[src/rtl/lsu_pkg.sv]
// Shared definitions for the load/store unit: access sizes, result error codes,
// FSM states and the AXI4 response/burst encodings it drives or decodes.
package lsu_pkg;

    localparam logic [1:0] SIZE_B = 2'd0;
    localparam logic [1:0] SIZE_H = 2'd1;
    localparam logic [1:0] SIZE_W = 2'd2;
    localparam logic [1:0] SIZE_D = 2'd3;

    localparam logic [1:0] ERR_OK     = 2'd0;
    localparam logic [1:0] ERR_ALIGN  = 2'd1;
    localparam logic [1:0] ERR_SLVERR = 2'd2;
    localparam logic [1:0] ERR_DECERR = 2'd3;

    localparam logic [1:0] RESP_OKAY   = 2'b00;
    localparam logic [1:0] RESP_SLVERR = 2'b10;
    localparam logic [1:0] RESP_DECERR = 2'b11;
    localparam logic [1:0] BURST_INCR  = 2'b01;

    typedef enum logic [2:0] {
        ST_IDLE,
        ST_REQ,
        ST_RADDR,
        ST_RDATA,
        ST_WRITE,
        ST_WRESP,
        ST_DONE
    } lsu_state_e;

    // A response from the wrong ID is treated as a decode error, whatever rresp/bresp said.
    function automatic logic [1:0] resp_to_err(input logic [1:0] resp, input logic id_ok);
        logic [1:0] err;
        err = ERR_OK;
        if (!id_ok) begin
            err = ERR_DECERR;
        end else if (resp == RESP_SLVERR) begin
            err = ERR_SLVERR;
        end else if (resp == RESP_DECERR) begin
            err = ERR_DECERR;
        end
        return err;
    endfunction

endpackage

[src/rtl/lsu_lane_align.sv]
// Combinational byte-lane steering: store data/strobe placement, load lane
// extraction with sign/zero extension, and the alignment/size legality check.
module lsu_lane_align
    import lsu_pkg::*;
#(
    parameter int DATA_W = 32
) (
    input  logic [2:0]          addr_lo,
    input  logic [1:0]          size,
    input  logic                is_unsigned,
    input  logic [DATA_W-1:0]   st_data,
    output logic [DATA_W-1:0]   st_wdata,
    output logic [DATA_W/8-1:0] st_wstrb,
    input  logic [DATA_W-1:0]   ld_raw,
    output logic [DATA_W-1:0]   ld_data,
    output logic                align_err
);

    localparam int STRB_W = DATA_W / 8;
    localparam int OFF_W  = $clog2(STRB_W);

    logic [OFF_W-1:0]  offset;
    logic [STRB_W-1:0] strb_base;
    logic [DATA_W-1:0] shifted;
    logic [DATA_W-1:0] keep_mask;
    logic              sign_bit;

    assign offset = addr_lo[OFF_W-1:0];

    always_comb begin
        strb_base = '0;
        case (size)
            SIZE_B:  strb_base = STRB_W'(8'h01);
            SIZE_H:  strb_base = STRB_W'(8'h03);
            SIZE_W:  strb_base = STRB_W'(8'h0F);
            default: strb_base = STRB_W'(8'hFF);
        endcase
        st_wstrb = strb_base << offset;
        st_wdata = st_data << {offset, 3'b000};
    end

    always_comb begin
        shifted   = ld_raw >> {offset, 3'b000};
        keep_mask = '1;
        sign_bit  = 1'b0;
        case (size)
            SIZE_B: begin
                keep_mask = DATA_W'(8'hFF);
                sign_bit  = shifted[7];
            end
            SIZE_H: begin
                keep_mask = DATA_W'(16'hFFFF);
                sign_bit  = shifted[15];
            end
            SIZE_W: begin
                keep_mask = DATA_W'(32'hFFFF_FFFF);
                sign_bit  = shifted[31];
            end
            default: begin
                keep_mask = '1;
                sign_bit  = shifted[DATA_W-1];
            end
        endcase
        ld_data = shifted & keep_mask;
        if (sign_bit && !is_unsigned) begin
            ld_data = ld_data | ~keep_mask;
        end
    end

    // A dword access is illegal outright on a 32-bit bus, otherwise it must be 8-aligned.
    always_comb begin
        align_err = 1'b0;
        case (size)
            SIZE_B:  align_err = 1'b0;
            SIZE_H:  align_err = addr_lo[0];
            SIZE_W:  align_err = |addr_lo[1:0];
            default: align_err = (DATA_W < 64) || (|addr_lo);
        endcase
    end

endmodule

[src/rtl/lsu_axi_master.sv]
// Single-outstanding load/store unit: one EX operation becomes one single-beat
// AXI4 read or write after winning the shared bus, and the result goes to WB.
module lsu_axi_master
    import lsu_pkg::*;
#(
    parameter int DATA_W = 32,
    parameter int ADDR_W = 32,
    parameter int ID_W   = 4,
    parameter int LSU_ID = 1
) (
    input  logic                clk,
    input  logic                rstn,
    input  logic                in_valid,
    output logic                in_ready,
    input  logic                in_rd,
    input  logic                in_wr,
    input  logic [ADDR_W-1:0]   in_addr,
    input  logic [DATA_W-1:0]   in_wdata,
    input  logic [1:0]          in_size,
    input  logic                in_unsigned,
    output logic                out_valid,
    input  logic                out_ready,
    output logic [DATA_W-1:0]   out_rdata,
    output logic [1:0]          out_err,
    output logic                bus_req,
    input  logic                bus_grant,
    output logic [ADDR_W-1:0]   araddr,
    output logic [ID_W-1:0]     arid,
    output logic [7:0]          arlen,
    output logic [2:0]          arsize,
    output logic [1:0]          arburst,
    output logic                arvalid,
    input  logic                arready,
    input  logic [DATA_W-1:0]   rdata,
    input  logic [1:0]          rresp,
    input  logic                rlast,
    input  logic [ID_W-1:0]     rid,
    input  logic                rvalid,
    output logic                rready,
    output logic [ADDR_W-1:0]   awaddr,
    output logic [ID_W-1:0]     awid,
    output logic [7:0]          awlen,
    output logic [2:0]          awsize,
    output logic [1:0]          awburst,
    output logic                awvalid,
    input  logic                awready,
    output logic [DATA_W-1:0]   wdata,
    output logic [DATA_W/8-1:0] wstrb,
    output logic                wlast,
    output logic                wvalid,
    input  logic                wready,
    input  logic [1:0]          bresp,
    input  logic [ID_W-1:0]     bid,
    input  logic                bvalid,
    output logic                bready
);

    localparam int              STRB_W = DATA_W / 8;
    localparam logic [ID_W-1:0] MY_ID  = ID_W'(LSU_ID);

    lsu_state_e state_q, state_d;

    logic                is_load_q, is_load_d;
    logic [2:0]          addr_lo_q, addr_lo_d;
    logic [1:0]          size_q, size_d;
    logic                uns_q, uns_d;
    logic                aw_done_q, aw_done_d;
    logic                w_done_q, w_done_d;
    logic [ADDR_W-1:0]   araddr_q, araddr_d;
    logic [ADDR_W-1:0]   awaddr_q, awaddr_d;
    logic [DATA_W-1:0]   wdata_q, wdata_d;
    logic [STRB_W-1:0]   wstrb_q, wstrb_d;
    logic [DATA_W-1:0]   out_rdata_q, out_rdata_d;
    logic [1:0]          out_err_q, out_err_d;

    logic [2:0]          al_addr;
    logic [1:0]          al_size;
    logic                al_uns;
    logic [DATA_W-1:0]   al_wdata;
    logic [STRB_W-1:0]   al_wstrb;
    logic [DATA_W-1:0]   al_ld_data;
    logic                al_err;
    logic [1:0]          r_err;
    logic [1:0]          b_err;
    logic                unused_rlast;

    // The aligner checks the incoming request while idle and the latched one afterwards.
    assign al_addr = (state_q == ST_IDLE) ? in_addr[2:0] : addr_lo_q;
    assign al_size = (state_q == ST_IDLE) ? in_size : size_q;
    assign al_uns  = (state_q == ST_IDLE) ? in_unsigned : uns_q;

    lsu_lane_align #(
        .DATA_W (DATA_W)
    ) u_align (
        .addr_lo     (al_addr),
        .size        (al_size),
        .is_unsigned (al_uns),
        .st_data     (in_wdata),
        .st_wdata    (al_wdata),
        .st_wstrb    (al_wstrb),
        .ld_raw      (rdata),
        .ld_data     (al_ld_data),
        .align_err   (al_err)
    );

    assign r_err        = resp_to_err(rresp, rid == MY_ID);
    assign b_err        = resp_to_err(bresp, bid == MY_ID);
    assign unused_rlast = rlast;

    always_comb begin
        state_d     = state_q;
        is_load_d   = is_load_q;
        addr_lo_d   = addr_lo_q;
        size_d      = size_q;
        uns_d       = uns_q;
        aw_done_d   = aw_done_q;
        w_done_d    = w_done_q;
        araddr_d    = araddr_q;
        awaddr_d    = awaddr_q;
        wdata_d     = wdata_q;
        wstrb_d     = wstrb_q;
        out_rdata_d = out_rdata_q;
        out_err_d   = out_err_q;
        case (state_q)
            ST_IDLE: begin
                if (in_valid) begin
                    is_load_d   = in_rd;
                    addr_lo_d   = in_addr[2:0];
                    size_d      = in_size;
                    uns_d       = in_unsigned;
                    aw_done_d   = 1'b0;
                    w_done_d    = 1'b0;
                    out_rdata_d = '0;
                    out_err_d   = ERR_OK;
                    if (!in_rd && !in_wr) begin
                        state_d = ST_DONE;
                    end else if (al_err) begin
                        out_err_d = ERR_ALIGN;
                        state_d   = ST_DONE;
                    end else begin
                        state_d = ST_REQ;
                        if (in_rd) begin
                            araddr_d = in_addr;
                        end else begin
                            awaddr_d = in_addr;
                            wdata_d  = al_wdata;
                            wstrb_d  = al_wstrb;
                        end
                    end
                end
            end
            ST_REQ: begin
                if (bus_grant) begin
                    state_d = is_load_q ? ST_RADDR : ST_WRITE;
                end
            end
            ST_RADDR: begin
                if (arready) begin
                    state_d = ST_RDATA;
                end
            end
            ST_RDATA: begin
                if (rvalid) begin
                    out_err_d   = r_err;
                    out_rdata_d = (r_err == ERR_OK) ? al_ld_data : '0;
                    state_d     = ST_DONE;
                end
            end
            ST_WRITE: begin
                // AW and W retire independently; leave once both have handshaken.
                if (awready) begin
                    aw_done_d = 1'b1;
                end
                if (wready) begin
                    w_done_d = 1'b1;
                end
                if ((aw_done_q || awready) && (w_done_q || wready)) begin
                    state_d = ST_WRESP;
                end
            end
            ST_WRESP: begin
                if (bvalid) begin
                    out_err_d = b_err;
                    state_d   = ST_DONE;
                end
            end
            ST_DONE: begin
                if (out_ready) begin
                    state_d = ST_IDLE;
                end
            end
            default: state_d = ST_IDLE;
        endcase
    end

    always_ff @(posedge clk) begin
        if (!rstn) begin
            state_q     <= ST_IDLE;
            is_load_q   <= 1'b0;
            addr_lo_q   <= '0;
            size_q      <= SIZE_B;
            uns_q       <= 1'b0;
            aw_done_q   <= 1'b0;
            w_done_q    <= 1'b0;
            araddr_q    <= '0;
            awaddr_q    <= '0;
            wdata_q     <= '0;
            wstrb_q     <= '0;
            out_rdata_q <= '0;
            out_err_q   <= ERR_OK;
        end else begin
            state_q     <= state_d;
            is_load_q   <= is_load_d;
            addr_lo_q   <= addr_lo_d;
            size_q      <= size_d;
            uns_q       <= uns_d;
            aw_done_q   <= aw_done_d;
            w_done_q    <= w_done_d;
            araddr_q    <= araddr_d;
            awaddr_q    <= awaddr_d;
            wdata_q     <= wdata_d;
            wstrb_q     <= wstrb_d;
            out_rdata_q <= out_rdata_d;
            out_err_q   <= out_err_d;
        end
    end

    // The bus stays requested from REQ until the R or B handshake retires the access.
    assign in_ready  = (state_q == ST_IDLE);
    assign out_valid = (state_q == ST_DONE);
    assign bus_req   = (state_q == ST_REQ)   || (state_q == ST_RADDR) ||
                       (state_q == ST_RDATA) || (state_q == ST_WRITE) ||
                       (state_q == ST_WRESP);
    assign arvalid   = (state_q == ST_RADDR);
    assign rready    = (state_q == ST_RDATA);
    assign awvalid   = (state_q == ST_WRITE) && !aw_done_q;
    assign wvalid    = (state_q == ST_WRITE) && !w_done_q;
    assign bready    = (state_q == ST_WRESP);

    assign out_rdata = out_rdata_q;
    assign out_err   = out_err_q;
    assign araddr    = araddr_q;
    assign awaddr    = awaddr_q;
    assign wdata     = wdata_q;
    assign wstrb     = wstrb_q;
    assign arsize    = {1'b0, size_q};
    assign awsize    = {1'b0, size_q};
    assign arid      = MY_ID;
    assign awid      = MY_ID;
    assign arlen     = 8'd0;
    assign awlen     = 8'd0;
    assign arburst   = BURST_INCR;
    assign awburst   = BURST_INCR;
    assign wlast     = 1'b1;

endmodule

[config.mk]
export PLATFORM = sky130hd
export DESIGN_NAME = lsu_axi_master
export DESIGN_NICKNAME = d
export VERILOG_FILES = /design/src/rtl/lsu_pkg.sv /design/src/rtl/lsu_lane_align.sv /design/src/rtl/lsu_axi_master.sv
export SDC_FILE = /design/constraint.sdc
export NUM_CORES = 1
export LEC_CHECK = 0
export CORE_MARGIN = 8
export CORE_UTILIZATION = 48
export CTS_BUF_LIST = sky130_fd_sc_hd__clkbuf_4
export CTS_CLUSTER_DIAMETER = 60
export DETAILED_ROUTE_END_ITERATION = 10
export MAX_ROUTING_LAYER = met4
export PLACE_DENSITY = 0.87
export RECOVER_POWER = 50
export SLEW_MARGIN = 30
export SYNTH_ARGS = -nofsm -noshare
export SYNTH_HDL_FRONTEND = slang
export SYNTH_HIERARCHICAL = 1
export SYNTH_SLANG_ARGS = --single-unit
[constraint.sdc]
create_clock -name clk -period 6.74 [get_ports clk]
set_input_delay 1.685 -clock clk [delete_from_list [all_inputs] [get_ports clk]]
set_output_delay 1.685 -clock clk [all_outputs]
set_load 0.01 [all_outputs]
==> GITHUB_STEP_SUMMARY, run 1 <==
### Flow metrics

| Metric | Value |
|---|---|
| Status | complete, no violations |
| Layout cells sized above 1 | 0.0718 |
| Max-slew violation count | 0 |
| Hold Path Depth | 2 |
| Clk slew on worst S/H paths | 120 ps |
| Slew @ Worst Pin | 1030 ps |
| FF-to-FF Start | state_q[2] |
| Fmax achieved | 0.231 GHz |
| Initial antenna violation count | 2 |
| Placeable Area | 14400 um^2 |
| Fin crit period | 4330 ps |
| Post-CTS setup buffers | 0 |
| P per Cell Area | 282 nW/um^2 |
| Die Ht | 137 um |
| Rows | 44 |
| TritonRoute pass-1 iters | 5 |
| Clock net sink count | 145 |
| Cts bufs inserted | 17 |
| Syn Std Cell Area | 7010 um^2 |
| Setup violators final | 0 |
| Final Skew | 15.7 ps |
| DRT iter0 DRCs | 481 |
| Slew HR | 0.304 |
| I/O Pins | 301 |
| Top sig layer | met4 |
| WP data arrival | 4790 ps |
| Clk buf depth | 2 |
| Setup tns final | 0 ps |
| R2r endpoint | wdata[13] |
| Layout Nets | 1213 |
| First-pass GRT wire length | 33900 um |
| # fillers | 1198 |
| Worst Min Path Start | wdata[29] |
| Hold Path Sink | wdata[29] |
| Largest net degree at the start of global routing | 72 |
| CTS tree | done |
| Register Area | 2900 um^2 |
| Comb area | 3580 um^2 |
| Final Cycle Share | 0.642 |
| Max-Cap Viols | 0 |
| Final HPWL DP | 16700 um |
| RSZ-0062 raised after global routing | false |
| Antenna-violating nets left | 0 |
| Die x size | 137 um |
| Post-CTS Hold Buffers | 0 |
| Warning total across the stage logs | 27 |
| Wire length on met3 | 1810 um |
| Area growth from synthesis to layout | 39.1% |
| Mean post-synth cell area | 8.11 um^2 |
| Worst setup EP type | flip-flop |
| Clk_lat worst skew | 560 ps |
| Internal reg-to-reg setup slack | 2920 ps |
| CP required | 7210 ps |
| Routed WL | 22800 um |
| Maximum vdd drop | 0.173 mV |
| Total congestion overflow | 0 |
| Vias | 6834 |
| Vias in the first global route | 6418 |
| Core Util at FP | 0.486 |
| Full die area | 18700 um^2 |
| Routed len/inst | 17.7 um |
| Final Hold Viols | 0 |
| Leak | 0.00389 uW |
| Gr usage total | 0.238 |
| Post-CTS resize count | 0 |
| Port Buffer Count | 268 |
| Avg Vias per Cell | 5.31 |
| DRC violations left | 0 |
| Yosys Warn Count | 6 |
| M1 WL | 9090 um |
| Root Driver | clkbuf_4 |
| Met2 WL | 11400 um |
| Htree depth | 4 |
==> run 1: worst max-delay path by stage <==
stage | from | slack (ps) | depth (start not counted) | to
final | in_addr[0] | 2410 | 9 | wdata[13]
after global routing | in_addr[0] | 2170 | 9 | wdata[15]
after CTS | in_addr[0] | 2520 | 9 | wdata[13]
after detailed placement | in_addr[0] | 1920 | 9 | wdata[25]
after global placement | in_addr[0] | 2010 | 9 | wdata[11]
after floorplan | in_addr[1] | 2930 | 12 | wdata[20]
==> run 1: area by class of cell <==
cell class | instances | share of cell area
Timing Repair Buffer | 279 | 0.283
Antenna cell | 2 | 0.000513
Tap cell | 184 | 0.0236
Sequential cell | 145 | 0.298
Inverter | 8 | 0.00321
Clock inverter | 13 | 0.0115
Multi-Input combinational cell | 638 | 0.367
Clock buffer | 18 | 0.0138
==> run 1: metrics by stage <==
step / worst slack (ps) / std cells / utilization / instance area, um^2 / hold WS, ps
finish: 2410 / 1287 / 0.676 / 9760 / 459
global route: 2170 / 1287 / 0.676 / 9760 / 475
CTS: 2520 / 1285 / 0.677 / 9760 / 463
detailed placement: 1920 / 1254 / 0.660 / 9510 / 445
global placement: 2010 / 1254 / 0.660 / 9510 / 439
floorplan: 2930 / 894 / - / 7120 / 434
==> run 1: registers in the layout, summed over array words and instances (netlist names), 3 cells and up <==
name       count
araddr        32
out_rdata     32
wstrb          4
state_q        3
awaddr        32
wdata         32
==> run 1: power breakdown <==
part           switching [uW]  total (uW)  internal, uW
clock network             321         506           184
logic                     728        1240           517
registers                62.6         997           934
==> run 1: worst max-delay path: stages <==
cell and delay (ps):
clkdlybuf4s50_1 590, mux2_2 620, a21oi_1 190, nor2_1 450, inv_1 180, nand4b_1 130
buf_4 590, nand2_1 130, a21oi_1 170
==> run 1: routing by layer <==
layer | global-route usage | up-vias
li1 | - | 3371
met1 | 0.277 | 3157
met2 | 0.391 | 273
met3 | 0.0602 | 33
met4 | 0.0827 | 0
met5 | - | -
==> run 1: cells in the final DEF (no fill, tap or decap), drive strengths merged, types with 12 or more instances in the layout <==
master	count
clkdlybuf4s50	131
a211oi	12
nand2	232
conb	31
nor2b	12
dfxtp	145
a21oi	133
mux2i	26
o21ai	34
a22o	32
dlygate4sd3	137
nor2	25
clkbuf	19
a22oi	20
mux2	22
Fig. 1: run 1, cell area per tile
14 x 14 tiles, from white (low) to dark blue (high), 0 to 100% covered.
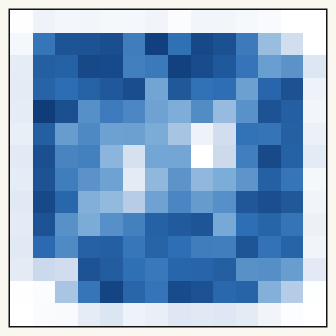
tiles over 75% full	30%
fullest tile	95%
nearly empty tiles	6.1%
mean over tiles	51%

Fig. 2: run 1, metal 3
The bar under the picture is 50 um long.
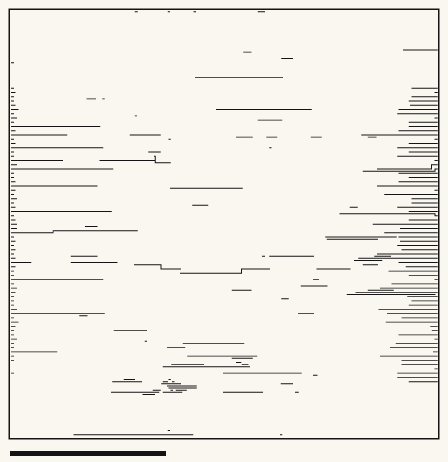
main direction	horizontal
wire length on this layer	1810 um
nets with wire on the layer	185
share of all routed wire	8.0%

Fig. 3: run 1, register map, names as in the netlist
The bar under the picture is 50 um long. Other sequential cells in the stronger grey, the rest of the logic in the fainter grey.
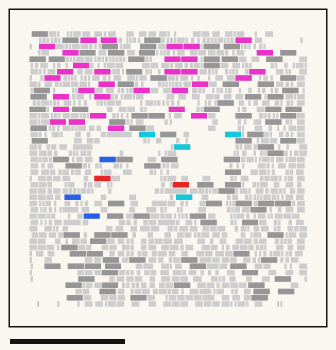
colour	signal	sequential cells
magenta	`awaddr`	32
cyan	`wstrb`	4
red	`size_q`	2
blue	`state_q`	3

==> run 2, diff against run 1 <==
Settings changed: CORE_UTILIZATION 48 to 44, PLACE_DENSITY 0.87 to 0.81.
Clock period 6.74 ns to 4.2 ns, I/O delays scaled along.
Fig. 4: run 2, cell area per tile
14 x 14 tiles, from white (low) to dark blue (high), 0 to 100% covered.
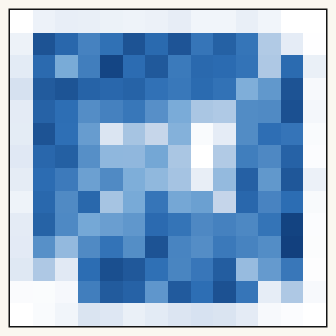
mean over tiles	48%
nearly empty tiles	6.1%
tiles over 75% full	24%

==> run 2 against run 1 <==
First-iteration DRC count fell by 11%. Wire length fell by 0.24%. Clock skew rose by 9.2 ps. Synthesized cell count did not move. Clock-buffer cell count fell by 1. Cell count rose by 3.0%. Power rose by 65%. Critical endpoint is now rready. Largest power group unchanged. Highest routed layer unchanged.
==> GITHUB_STEP_SUMMARY, run 2 <==
### Flow metrics

| Metric | Value |
|---|---|
| Yosys Warn Count | 6 (unchanged) |
| Warning total across the stage logs | 27 (unchanged) |
| FF-to-FF Start | state_q[1] |
| WP data arrival | 2350 ps (-2440 ps) |
| Final Skew | 24.9 ps (+9.22 ps) |
| I/O Pins | 301 (unchanged) |
| First-pass GRT wire length | 34500 um (+1.6%) |
| R2r endpoint | out_rdata[12] |
| Commonest non-fill, non-tap cells in the layout | nand2_1, dfxtp_1, dlygate4sd3_1, a21oi_1, clkdlybuf4s50_1 |
| Rows | 46 (+4.5%) |
| Gr usage total | 0.222 (-0.0155) |
| Post-CTS Hold Buffers | 0 (unchanged) |
| Cts bufs inserted | 17 (unchanged) |
| Fin crit period | 3400 ps |
| Hold Path Sink | araddr[0] |
| P per Cell Area | 456 nW/um^2 (+62%) |
| Clk buf depth | 2 (unchanged) |
| Area growth from synthesis to layout | 41.5% |
| TritonRoute pass-1 iters | 5 (unchanged) |
| Port Buffer Count | 268 (unchanged) |
| Post-CTS setup buffers | 0 (unchanged) |
| Hold Path Depth | 2 (unchanged) |
| Routed len/inst | 17.1 um (-3.2%) |
| RSZ-0062 raised after global routing | false |
| Setup violators final | 0 (unchanged) |
| Max-slew violation count | 0 (unchanged) |
| Maximum vdd drop | 0.269 mV (+56%) |
| DRT iter0 DRCs | 427 (-11%) |
| CTS tree | done |
| CP required | 3150 ps (-4060 ps) |
| Core Util at FP | 0.446 (-0.0399) |
| Status | complete, no violations |
| Die Ht | 142 um (+3.9%) |
| Clk slew on worst S/H paths | 130 ps (about the same) |
| Vias | 6809 (-0.37%) |
| Largest net degree at the start of global routing | 69 (-4.2%) |
| Post-CTS resize count | 0 (unchanged) |
| Clock net sink count | 145 (unchanged) |
| Internal reg-to-reg setup slack | 1040 ps (-1880 ps) |
| Final HPWL DP | 16700 um (-0.32%) |
| Worst Min Path Start | araddr[0] |
| Max-Cap Viols | 0 (unchanged) |
| Slew HR | 0.397 (+0.0933) |
| Root Driver | clkbuf_4 |
| Mean post-synth cell area | 8.11 um^2 (unchanged) |
| Final Hold Viols | 0 (unchanged) |
| Full die area | 20200 um^2 (+8.0%) |
| Leak | 0.00396 uW (+1.7%) |
| Final worst setup slack | 801 ps (-1610 ps) |
| Clk_lat worst skew | 550 ps (about the same) |
| Fmax achieved | 0.294 GHz |
| Layout Nets | 1218 (+0.41%) |
| # fillers | 1385 (+16%) |
| Slew @ Worst Pin | 901 ps (-129 ps) |
| DRC violations left | 0 (unchanged) |
| Total congestion overflow | 0 (unchanged) |
| Placeable Area | 15700 um^2 (+8.9%) |
| Htree depth | 4 (unchanged) |
| Vias in the first global route | 6310 (-1.7%) |
| Register Area | 2900 um^2 (unchanged) |
| Most frequent logic cell in the layout | nand2_1 |
| Routed WL | 22700 um (-0.24%) |
| Layout cells sized above 1 | 0.0804 (+0.00864) |
| Final Cycle Share | 0.809 |
| Syn Std Cell Area | 7010 um^2 (unchanged) |
| Setup tns final | 0 ps (unchanged) |
| Initial antenna violation count | 3 (+1) |
| Worst setup EP type | primary output |
Fig. 5: run 2, placement by cell class
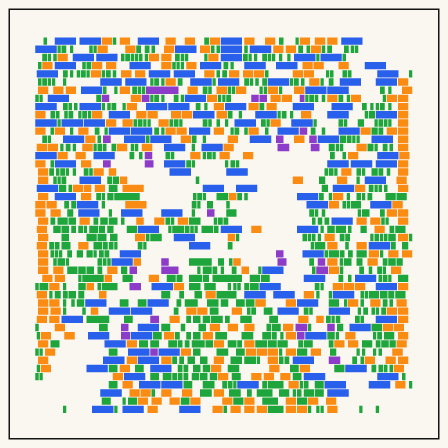
colour	class	cells
orange	other buffers and delay cells	284
green	combinational and other logic	646
purple	clock drivers and dummy loads	32
blue	flops	145

## run 2: critical path, stage by stage, from the launching register on
cell and delay (ps):
dfxtp_1 720, nand3b_1 290, inv_1 230, clkdlybuf4s50_1 580
## run 2: per-stage QoR
step           hold slack (ps)  utilization  area (um^2)  total power [uW]  std cells
2_1_floorplan              434            -         7120              3060        894
3_3_place_gp               439        0.612         9620              3650       1291
3_5_place_dp               446        0.612         9620              3670       1291
4_1_cts                    463        0.631         9910              4600       1323
5_1_grt                    473        0.632         9920              4830       1326
6_report                   460        0.632         9920              4520       1326
## run 2: worst max-delay path by stage
stage / from / endpoint / slack [ps] / depth (start not counted)
2_1_floorplan: state_q[0] / wdata[20] / 720 / 14
5_1_grt: state_q[1] / rready / 600 / 3
3_3_place_gp: in_addr[1] / out_rdata[11] / 760 / 7
6_report: state_q[1] / rready / 800 / 3
3_5_place_dp: in_addr[1] / out_rdata[12] / 680 / 7
4_1_cts: state_q[1] / in_ready / 420 / 2
## run 2: cell type report
cell class	count	share of cell area
Inverter	8	0.00315
Clock inverter	15	0.0168
Timing Repair Buffer	284	0.285
Sequential cell	145	0.293
Antenna cell	3	0.000757
Clock buffer	17	0.0129
Multi-Input combinational cell	638	0.362
Tap cell	216	0.0272
## run 2: report_power, final
group / switching (uW) / internal (uW) / leakage [uW]
registers: 69.0 / 1500 / 0.00117
clock network: 588 / 325 / 0.000156
logic: 1190 / 855 / 0.00263
total: 1850 / 2680 / 0.00396
## run 2: layer usage
metal | global-route usage | vias to the layer above | share of wire
li1 | - | 3391 | -
met1 | 0.257 | 3108 | 0.42
met2 | 0.359 | 265 | 0.47
met3 | 0.0547 | 45 | 0.070
met4 | 0.101 | 0 | 0.036
met5 | - | - | 0
==> run 3, diff against run 2 <==
Clock period 4.2 ns to 3.2 ns, I/O delays scaled along.
Fig. 6: run 3, register map, names as in the netlist
The bar under the picture is 50 um long. Other sequential cells in the stronger grey, the rest of the logic in the fainter grey.
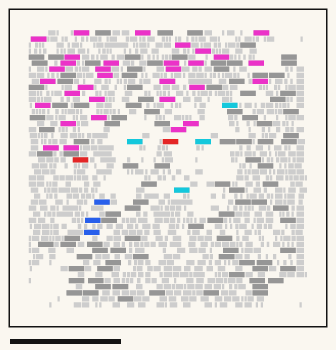
Register Area: 2900 um^2
Seq power: 2050 uW
post-layout util: 0.637
flop share of the area: 0.290

Fig. 7: run 3, cell outlines without signal wires
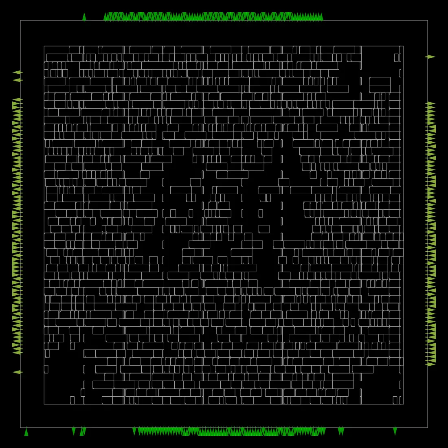
Placeable Area: 15700 um^2
# fillers: 1392

==> run 3 against run 2 <==
Non-clock buffer count rose by 7. Critical path type unchanged. Synthesized cell count is the same. Critical path depth increased by 1. First-iteration DRC count is 4.2% higher. Clock power increased by 34%. Largest power group unchanged.
==> GITHUB_STEP_SUMMARY, run 3 <==
### Flow metrics

| Metric | Value |
|---|---|
| Post-CTS setup buffers | 0 (unchanged) |
| Worst Setup EP | rready |
| Clk_lat worst skew | 550 ps (about the same) |
| Leak | 0.00398 uW (+0.63%) |
| Final Hold Viols | 0 (unchanged) |
| Critical path's largest stage delay | 580 ps (-140 ps) |
| TritonRoute pass-1 iters | 5 (unchanged) |
| Top Family by Delay on Critical Path | buffers and inverters |
| Port Buffer Count | 268 (unchanged) |
| Status | complete, no violations |
| DRT iter0 DRCs | 445 (+4.2%) |
| Total congestion overflow | 0 (unchanged) |
| Worst Reg-to-Reg Cells | 7 |
| Fmax achieved | 0.341 GHz |
| Clk buf depth | 2 (unchanged) |
| Top sig layer | met4 |
| Largest net degree at the start of global routing | 108 (+57%) |
| DRC violations left | 0 (unchanged) |
| Max-slew violation count | 0 (unchanged) |
| Final Cycle Share | 0.916 |
| Htree depth | 4 (unchanged) |
| Final worst setup slack | 269 ps (-532 ps) |
| RSZ-0062 raised after global routing | false |
| First-pass GRT wire length | 35400 um (+2.6%) |
| I/O Pins | 301 (unchanged) |
| Die Ht | 142 um (unchanged) |
| Setup tns final | 0 ps (unchanged) |
| Inst Count DP | 1298 (+0.54%) |
| Routed len/inst | 17.3 um (+0.94%) |
| Setup Crit Path Kind | flip-flop to primary output |
| Net Sw Power | 2420 uW (+31%) |
| Clk slew on worst S/H paths | 130 ps (about the same) |
| Vias | 6909 (+1.5%) |
| Layout Nets | 1225 (+0.57%) |
| Maximum vdd drop | 0.396 mV (+47%) |
| Final Instance Area | 10000 um^2 (+0.79%) |
| Critical path depth in cells | 4 (+1) |
| Clock net sink count | 145 (unchanged) |
| DP Area | 9720 um^2 (+1.1%) |
| Most frequent logic cell in the layout | nand2_1 |
| Commonest non-fill, non-tap cells in the layout | nand2_1, dfxtp_1, clkdlybuf4s50_1, a21oi_1, dlygate4sd3_1 |
| Final HPWL DP | 16900 um (+1.4%) |
| Slowest cell on crit path | clkdlybuf4s50_1 |
| Vias in the first global route | 6581 (+4.3%) |
| Root Driver | clkbuf_4 |
| Post-CTS resize count | 0 (unchanged) |
| Core Util at FP | 0.446 (unchanged) |
| CP Launch Type | flip-flop |
| M1 WL | 9640 um (+0.63%) |
| Gr usage total | 0.227 (+0.00457) |
| Area growth from synthesis to layout | 42.6% |
| Setup violators final | 0 (unchanged) |
| Final Skew | 24.5 ps (-0.413 ps) |
| Slew @ Worst Pin | 874 ps (-26.3 ps) |
| P per Cell Area | 605 nW/um^2 (+33%) |
| Switching Fraction | 0.400 (-0.00791) |
| Rows | 46 (unchanged) |
| Routed WL | 23000 um (+1.3%) |
| Yosys Warn Count | 6 (unchanged) |
| Initial antenna violation count | 1 (-2) |
| Wire length on met3 | 1710 um (+7.7%) |
| Met2 WL | 11100 um (+3.7%) |
| Clock power share | 0.202 (about the same) |
| Internal reg-to-reg setup slack | 380 ps (-660 ps) |
| Cts bufs inserted | 17 (unchanged) |
| CTS tree | done |
| Mean post-synth cell area | 8.11 um^2 (unchanged) |
| Die x size | 142 um |
| Int Power | 3630 uW (+35%) |
| FF-to-FF Start | state_q[0] |
| Full die area | 20200 um^2 (unchanged) |
| R2r endpoint | out_rdata[11] |
| Crit path from | state_q[2] |
| CP cell instances | buf_4 -> nand3b_1 -> inv_1 -> clkdlybuf4s50_1 |
| Post-route insts no fill | 1331 (+0.38%) |
| Post-CTS Hold Buffers | 0 (unchanged) |
| WP data arrival | 2130 ps (-220 ps) |
| WHS | 458 ps (-1.46 ps) |
| Slew HR | 0.415 (+0.0176) |
| Crit path buf inv count | 3 (+1) |
| Layout cells sized above 1 | 0.0817 (+0.00129) |
## run 3: power by group through the flow
stage	sequential, uW	combinational, uW	clock (uW)
final	2050	2770	1220
after global routing	2070	3010	1340
after CTS	2060	2830	1260
after detailed placement	2100	2810	0
after global placement	2090	2780	0
after floorplan	2150	1880	0
## run 3: per-layer routing
metal,global-route usage,vias to the layer above
li1,-,3392
met1,0.271,3201
met2,0.361,284
met3,0.0580,32
met4,0.0848,0
met5,-,-
## run 3: worst min-delay path: stages, from the launching register on
cell and delay (ps):
dfxtp_1 330, nand2_1 50, a21oi_1 50
## run 3: per-stage QoR
step	total power (uW)	utilization
after floorplan	4030	-
after global placement	4880	0.618
after detailed placement	4910	0.618
after CTS	6150	0.637
after global routing	6430	0.637
final	6050	0.637
## run 3: layout make-up
type / count / area, um^2
multi-input cells: 638 / 3590
clock inverters: 15 / 168
inverters: 8 / 31.3
repair buffers: 291 / 2910
diodes: 1 / 2.50
fillers: 1392 / 5710
flip-flops and latches: 145 / 2900
clock buffers: 17 / 128
well taps: 216 / 270
## run 3: how the worst min path moves through the flow
stage | start | endpoint | depth (start not counted)
after floorplan | addr_lo_q[0] | addr_lo_q[0] | 2
after global placement | uns_q | uns_q | 2
after detailed placement | addr_lo_q[1] | addr_lo_q[1] | 2
after CTS | addr_lo_q[1] | addr_lo_q[1] | 2
after global routing | araddr[14] | araddr[14] | 2
final | wdata[17] | wdata[17] | 2
Power and IR drop assume default switching activity.
